$ cat src/rtl/posit_pkg.sv
// Shared definitions for the posit decoder.
//   fw_of / sw_of  : fraction and scale widths derived from (N, ES)
//   nar_pattern    : the NaR bit pattern for an n-bit posit
//   ZERO_PATTERN   : the all-zero pattern (zero value)
//   decoded_t      : decoded fields at the widest supported size (N=32, ES<=3)
package posit_pkg;

  localparam int MAX_N = 32;

  function automatic int fw_of(input int n, input int es);
    return n - 3 - es;
  endfunction

  function automatic int sw_of(input int n, input int es);
    return $clog2((n - 1) << es) + 1;
  endfunction

  // Widest fraction comes from N=32/ES=0, widest scale from N=32/ES=3.
  localparam int MAX_FW = fw_of(MAX_N, 0);
  localparam int MAX_SW = sw_of(MAX_N, 3);

  localparam logic [MAX_N-1:0] ZERO_PATTERN = '0;

  function automatic logic [MAX_N-1:0] nar_pattern(input int n);
    return MAX_N'(1) << (n - 1);
  endfunction

  typedef struct packed {
    logic                     sign;
    logic                     zero;
    logic                     inf;
    logic signed [MAX_SW-1:0] scale;
    logic [MAX_FW-1:0]        frac;
  } decoded_t;

endpackage

$ cat src/rtl/posit_decode_pipe_if.sv
// Handshake bundle between the operand side, the decoder and the datapath.
//   in_valid/in_ready/in_posit  : one posit per accepted cycle
//   out_valid/out_ready         : decoded result handshake
//   out_sign/zero/inf/scale/frac: decoded fields
// master = environment (drives inputs, consumes outputs), slave = decoder.
interface posit_decode_pipe_if import posit_pkg::*; #(
  parameter int N  = 8,
  parameter int ES = 0
) ();

  localparam int FW = fw_of(N, ES);
  localparam int SW = sw_of(N, ES);

  logic          in_valid;
  logic          in_ready;
  logic [N-1:0]  in_posit;
  logic          out_valid;
  logic          out_ready;
  logic          out_sign;
  logic          out_zero;
  logic          out_inf;
  logic [SW-1:0] out_scale;
  logic [FW-1:0] out_frac;

  modport master (
    output in_valid, in_posit, out_ready,
    input  in_ready, out_valid, out_sign, out_zero, out_inf, out_scale, out_frac
  );

  modport slave (
    input  in_valid, in_posit, out_ready,
    output in_ready, out_valid, out_sign, out_zero, out_inf, out_scale, out_frac
  );

endinterface

$ cat src/rtl/posit_regime_count.sv
// Combinational leading-run counter.
//   bits    : W-bit vector, run starts at the MSB
//   run_bit : value of the MSB (the bit being repeated)
//   run_len : number of consecutive bits equal to run_bit from the MSB (1..W)
module posit_regime_count #(
  parameter int W = 7
) (
  input  logic [W-1:0]             bits,
  output logic                     run_bit,
  output logic [$clog2(W+1)-1:0]   run_len
);

  localparam int CW = $clog2(W + 1);

  logic stop;

  assign run_bit = bits[W-1];

  // NOTE: every variable written here gets a default before the loop, so no
  // path through the block leaves it unassigned and no latch is inferred.
  always_comb begin
    run_len = '0;
    stop    = 1'b0;
    for (int i = W - 1; i >= 0; i--) begin
      if (!stop && (bits[i] == run_bit)) run_len = run_len + CW'(1);
      else                               stop    = 1'b1;
    end
  end

endmodule

$ cat src/rtl/posit_decode_pipe.sv
// Two-stage pipelined posit decoder.
//   clk, rst_n : clock, asynchronous active-low reset
//   bus        : posit_decode_pipe_if slave port (valid/ready in, valid/ready out,
//                decoded sign, zero, NaR, signed scale, MSB-aligned fraction)
// S1 takes the magnitude and measures the regime run; S2 strips regime and
// terminator, extracts exponent and fraction and forms the scale.
module posit_decode_pipe import posit_pkg::*; #(
  parameter int N  = 8,
  parameter int ES = 0
) (
  input logic               clk,
  input logic               rst_n,
  posit_decode_pipe_if.slave bus
);

  localparam int FW = fw_of(N, ES);
  localparam int SW = sw_of(N, ES);
  localparam int W  = N - 1;          // bits below the sign
  localparam int MW = $clog2(N);      // holds run lengths 1..N-1

  localparam logic [N-1:0] NAR_PAT  = N'(nar_pattern(N));
  localparam logic [N-1:0] ZERO_PAT = N'(ZERO_PATTERN);

  // ---------------- handshake ----------------
  logic s1_valid, s2_valid;
  logic s2_free, s2_load, s1_load;

  assign s2_free      = !s2_valid || bus.out_ready;
  assign s2_load      = s1_valid && s2_free;
  assign bus.in_ready = !s1_valid || s2_load;
  assign s1_load      = bus.in_valid && bus.in_ready;

  // ---------------- S1: magnitude and regime run ----------------
  logic          in_sign;
  logic [W-1:0]  in_mag;
  logic          run_bit;
  logic [MW-1:0] run_len;

  assign in_sign = bus.in_posit[N-1];
  // Low bits of a two's complement negation depend only on low input bits,
  // so the magnitude is formed directly at W bits.
  assign in_mag  = in_sign ? (~bus.in_posit[W-1:0] + W'(1)) : bus.in_posit[W-1:0];

  posit_regime_count #(.W(W)) u_regime (
    .bits    (in_mag),
    .run_bit (run_bit),
    .run_len (run_len)
  );

  logic [W-1:0]  s1_mag;
  logic [MW-1:0] s1_len;
  logic          s1_run, s1_sign, s1_zero, s1_inf;

  // ---------------- S2: strip regime, split exponent / fraction ----------------
  logic [MW:0]          shamt;
  logic [W-1:0]         body;
  logic [SW-1:0]        e_ext;
  logic [FW-1:0]        frac;
  logic signed [SW-1:0] len_s, k, scale;
  decoded_t             s2_d, s2_q;

  // One extra bit so a full-width run (shift of N) clears the body.
  assign shamt = {1'b0, s1_len} + (MW+1)'(1);
  assign body  = s1_mag << shamt;

  if (ES > 0) begin : g_exp
    assign e_ext = SW'(body[W-1 -: ES]);
  end else begin : g_no_exp
    assign e_ext = '0;
  end

  assign frac  = body[W-1-ES -: FW];
  // len can equal 2^(SW-1) for some N; modular arithmetic still yields the
  // right k in both branches.
  assign len_s = SW'(s1_len);
  assign k     = s1_run ? (len_s - SW'(1)) : -len_s;
  assign scale = (k <<< ES) + e_ext;

  always_comb begin
    s2_d      = '0;
    s2_d.sign = s1_sign;
    s2_d.zero = s1_zero;
    s2_d.inf  = s1_inf;
    if (!s1_zero && !s1_inf) begin
      s2_d.scale = MAX_SW'(scale);
      s2_d.frac  = MAX_FW'(frac);
    end
  end

  // NOTE: sequential state uses non-blocking assignments so every register
  // samples pre-edge values regardless of statement order.
  always_ff @(posedge clk or negedge rst_n) begin
    if (!rst_n) begin
      s1_valid <= 1'b0;
      s2_valid <= 1'b0;
      s1_mag   <= '0;
      s1_len   <= '0;
      s1_run   <= 1'b0;
      s1_sign  <= 1'b0;
      s1_zero  <= 1'b0;
      s1_inf   <= 1'b0;
      s2_q     <= '0;
    end else begin
      if (bus.in_ready) s1_valid <= bus.in_valid;
      if (s1_load) begin
        s1_mag  <= in_mag;
        s1_len  <= run_len;
        s1_run  <= run_bit;
        s1_sign <= in_sign;
        s1_zero <= (bus.in_posit == ZERO_PAT);
        s1_inf  <= (bus.in_posit == NAR_PAT);
      end
      if (s2_free) s2_valid <= s1_valid;
      if (s2_load) s2_q     <= s2_d;
    end
  end

  assign bus.out_valid = s2_valid;
  assign bus.out_sign  = s2_q.sign;
  assign bus.out_zero  = s2_q.zero;
  assign bus.out_inf   = s2_q.inf;
  assign bus.out_scale = s2_q.scale[SW-1:0];
  assign bus.out_frac  = s2_q.frac[FW-1:0];

  // Upper struct bits are constant for narrow configurations and the two
  // lowest body bits are always shifted-in zeros; read them here so they
  // are visibly intentional.
  logic unused_bits;
  assign unused_bits = ^{s2_q.scale, s2_q.frac, body[1:0]};

endmodule

$ cat src/flat_wrapper.sv
// flat-port wrapper written by rule: the top's interface ports become plain ports
module posit_decode_pipe_flat import posit_pkg::*;
#(
  parameter int N  = 8,
  parameter int ES = 0
)
  (clk, rst_n, bus_in_valid, bus_in_posit, bus_out_ready, bus_in_ready, bus_out_valid, bus_out_sign, bus_out_zero, bus_out_inf, bus_out_scale, bus_out_frac);
  posit_decode_pipe_if #(.N(N), .ES(ES)) bus_i ();
  input logic clk;
  input logic rst_n;
  input wire logic [$bits(bus_i.in_valid)-1:0] bus_in_valid;
  input wire logic [$bits(bus_i.in_posit)-1:0] bus_in_posit;
  input wire logic [$bits(bus_i.out_ready)-1:0] bus_out_ready;
  output wire logic [$bits(bus_i.in_ready)-1:0] bus_in_ready;
  output wire logic [$bits(bus_i.out_valid)-1:0] bus_out_valid;
  output wire logic [$bits(bus_i.out_sign)-1:0] bus_out_sign;
  output wire logic [$bits(bus_i.out_zero)-1:0] bus_out_zero;
  output wire logic [$bits(bus_i.out_inf)-1:0] bus_out_inf;
  output wire logic [$bits(bus_i.out_scale)-1:0] bus_out_scale;
  output wire logic [$bits(bus_i.out_frac)-1:0] bus_out_frac;
  assign bus_i.in_valid = bus_in_valid;
  assign bus_i.in_posit = bus_in_posit;
  assign bus_i.out_ready = bus_out_ready;
  assign bus_in_ready = bus_i.in_ready;
  assign bus_out_valid = bus_i.out_valid;
  assign bus_out_sign = bus_i.out_sign;
  assign bus_out_zero = bus_i.out_zero;
  assign bus_out_inf = bus_i.out_inf;
  assign bus_out_scale = bus_i.out_scale;
  assign bus_out_frac = bus_i.out_frac;
  posit_decode_pipe #(.N(N), .ES(ES)) u_core (.clk(clk), .rst_n(rst_n), .bus(bus_i));
endmodule
$ cat config.mk
export PLATFORM = sky130hd
export DESIGN_NAME = posit_decode_pipe_flat
export DESIGN_NICKNAME = d
export VERILOG_FILES = /design/src/rtl/posit_pkg.sv /design/src/rtl/posit_decode_pipe_if.sv /design/src/rtl/posit_regime_count.sv /design/src/rtl/posit_decode_pipe.sv /design/src/flat_wrapper.sv
export SDC_FILE = /design/constraint.sdc
export NUM_CORES = 1
export LEC_CHECK = 0
export CAP_MARGIN = 5
export CORE_MARGIN = 8
export CORE_UTILIZATION = 26
export DETAILED_ROUTE_END_ITERATION = 8
export SLEW_MARGIN = 10
export SYNTH_ARGS = -nofsm -noshare
export SYNTH_HDL_FRONTEND = slang
export SYNTH_SLANG_ARGS = --single-unit
$ cat constraint.sdc
create_clock -name clk -period 2.7 [get_ports clk]
set_input_delay 0.54 -clock clk [delete_from_list [all_inputs] [get_ports clk]]
set_output_delay 0.54 -clock clk [all_outputs]
set_load 0.05 [all_outputs]
Figure 1. A small window of the routed layout.
Window x 61 to 81, y 14 to 34 um. Cells in grey, sequential cells in the stronger grey; small squares are vias.
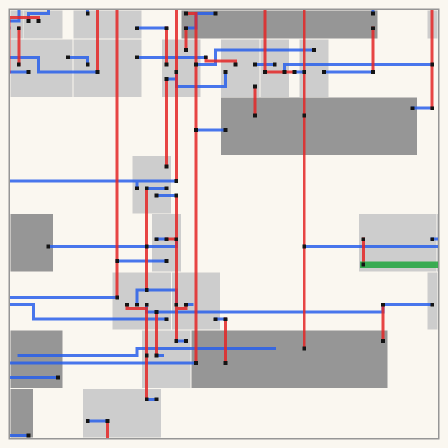
M1 -> blue
M2 -> red
M3 -> green
netlist names of flops here include = u_core.bus.out_scale (1), u_core.bus.out_valid (1)
cells with their middle in the window = 15
most frequent = nand2_1 (3)
sequential cells in the window = 2

Figure 2. Sequential cells coloured by netlist name.
(4 px per um) Other sequential cells in the stronger grey, the rest of the logic in the fainter grey.
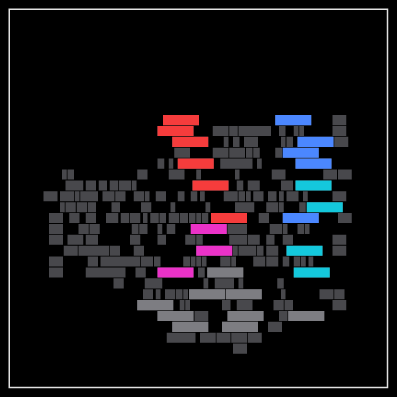
u_core.s1_mag -> red  # placed flops 6
u_core.bus.out_scale -> cyan  # placed flops 4, where right middle
u_core.s1_len -> magenta  # placed flops 3
u_core.bus.out_frac -> blue  # placed flops 5

Figure 3. Metal layers overlaid.
(4 px per um)
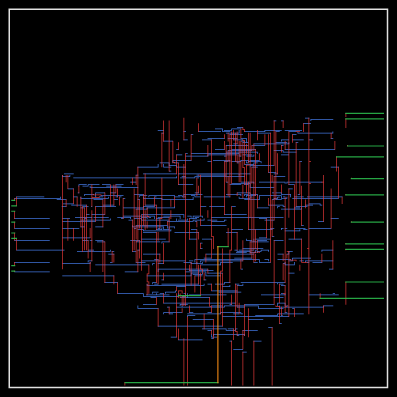
M1 -> blue  # wire length 1,540 um
M3 -> green  # wire length 147 um
M4 -> orange  # wire length 34.0 um
M2 -> red  # wire length 1,470 um
via count: 1,260
All-Layer GR Usage: 7.601%
Routed Wire Length: 3195 um
routed len/inst: 11.53 um

==> impl_summary.log <==
[report] extracting results
INFO  metric status = complete, no violations
INFO  metric timing.slew.headroom = 66.73%
INFO  metric postCtsSetupBuffers = 0
INFO  metric log.warning_count = 27
INFO  metric tritoncts_clock_tree = done
INFO  metric synth.area.top_cells = sky130_fd_sc_hd__dfrtp_1 43%, sky130_fd_sc_hd__nand2_1 6.9%, sky130_fd_sc_hd__o21ai_0 5.7%, sky130_fd_sc_hd__mux2_2 5.7%, sky130_fd_sc_hd__xor2_4 3.5%
INFO  metric common_cells = 29 x sky130_fd_sc_hd__nand2_1, 27 x sky130_fd_sc_hd__dfrtp_1, 18 x sky130_fd_sc_hd__o21ai_0
INFO  metric yosys.area_share.aoi = 15.75%
INFO  metric non_clock_buffer_area_share = 19.47%
INFO  metric met3_grt_util = 1.119%
INFO  metric synthAdderAreaFrac = 2.362%
INFO  metric cts_root_buffer = sky130_fd_sc_hd__clkbuf_8
INFO  metric sequentialPowerShare = 36.2%
INFO  metric drt_first_iter_violations = 66
INFO  metric most_instantiated_logic_cell_after_routing = sky130_fd_sc_hd__nand2_1
INFO  metric routing_layer_with_the_top_usage_in_global_route = met2
INFO  metric cts-htree-levels = 1
INFO  metric setup_tns = 0 ns
INFO  metric hold_class = reg -> reg
INFO  metric grt_first_pass_wirelength = 5520 um
INFO  metric postSynthRegisterBits = 27
INFO  metric remaining_drc_errors = 0
INFO  metric portBuffers = 25
INFO  metric switching_power = 0.6301 mW
INFO  metric seq_cell_count = 27
INFO  metric fp_nets = 175
INFO  metric grt_start_max_net_pins = 28
INFO  metric area_growth_syn_to_layout = 32.68%
INFO  metric worst_setup_hold_path_clk_slew = 0.09 ns
INFO  metric power.density = 736.1 mW/mm^2
INFO  metric post-layout-total-power = 1.552 mW
INFO  metric syn-cell-area = 0.001589 mm^2
INFO  metric seq-cell-share = 32.05%
INFO  metric detailroute.wirelength.met3 = 146 um
INFO  metric max_transition_viols_final = 0
INFO  metric flop_area = 675.6 um^2
INFO  metric via_per_inst = 4.549
INFO  metric yosys-stat-cells = 160
INFO  metric synth.most_common_cell = sky130_fd_sc_hd__nand2_1
INFO  metric met2_usage = 12.86%
INFO  metric globalplace.congestion = 0.7744
INFO  metric ys_dominant_reg_cell = sky130_fd_sc_hd__dfrtp_1
INFO  metric largestClassByArea = combinational gates
INFO  metric critical_path.most_common_cell = sky130_fd_sc_hd__a211oi_1
INFO  metric top_register = u_core.s1_mag
INFO  metric swShare = 40.60%
-- worst max-delay path by stage --
stage / from / cells after the start / slack [ns] / end
final: bus_in_posit[1] / 10 / 0.34 / u_core.s1_len[1]$_DFFE_PN0P_
after global placement: bus_in_posit[3] / 7 / 0.08 / u_core.s1_len[0]$_DFFE_PN0P_
after detailed placement: bus_in_posit[3] / 7 / 0.05 / u_core.s1_len[0]$_DFFE_PN0P_
after global routing: bus_in_posit[1] / 9 / 0.13 / u_core.s1_len[1]$_DFFE_PN0P_
after CTS: bus_in_posit[3] / 7 / 0.34 / u_core.s1_len[0]$_DFFE_PN0P_
after floorplan: u_core.s1_len[0]$_DFFE_PN0P_ / 8 / 0.35 / u_core.bus.out_frac[4]$_DFFE_PN0P_
No activity file was given, so power comes from the tool's default toggle rates.
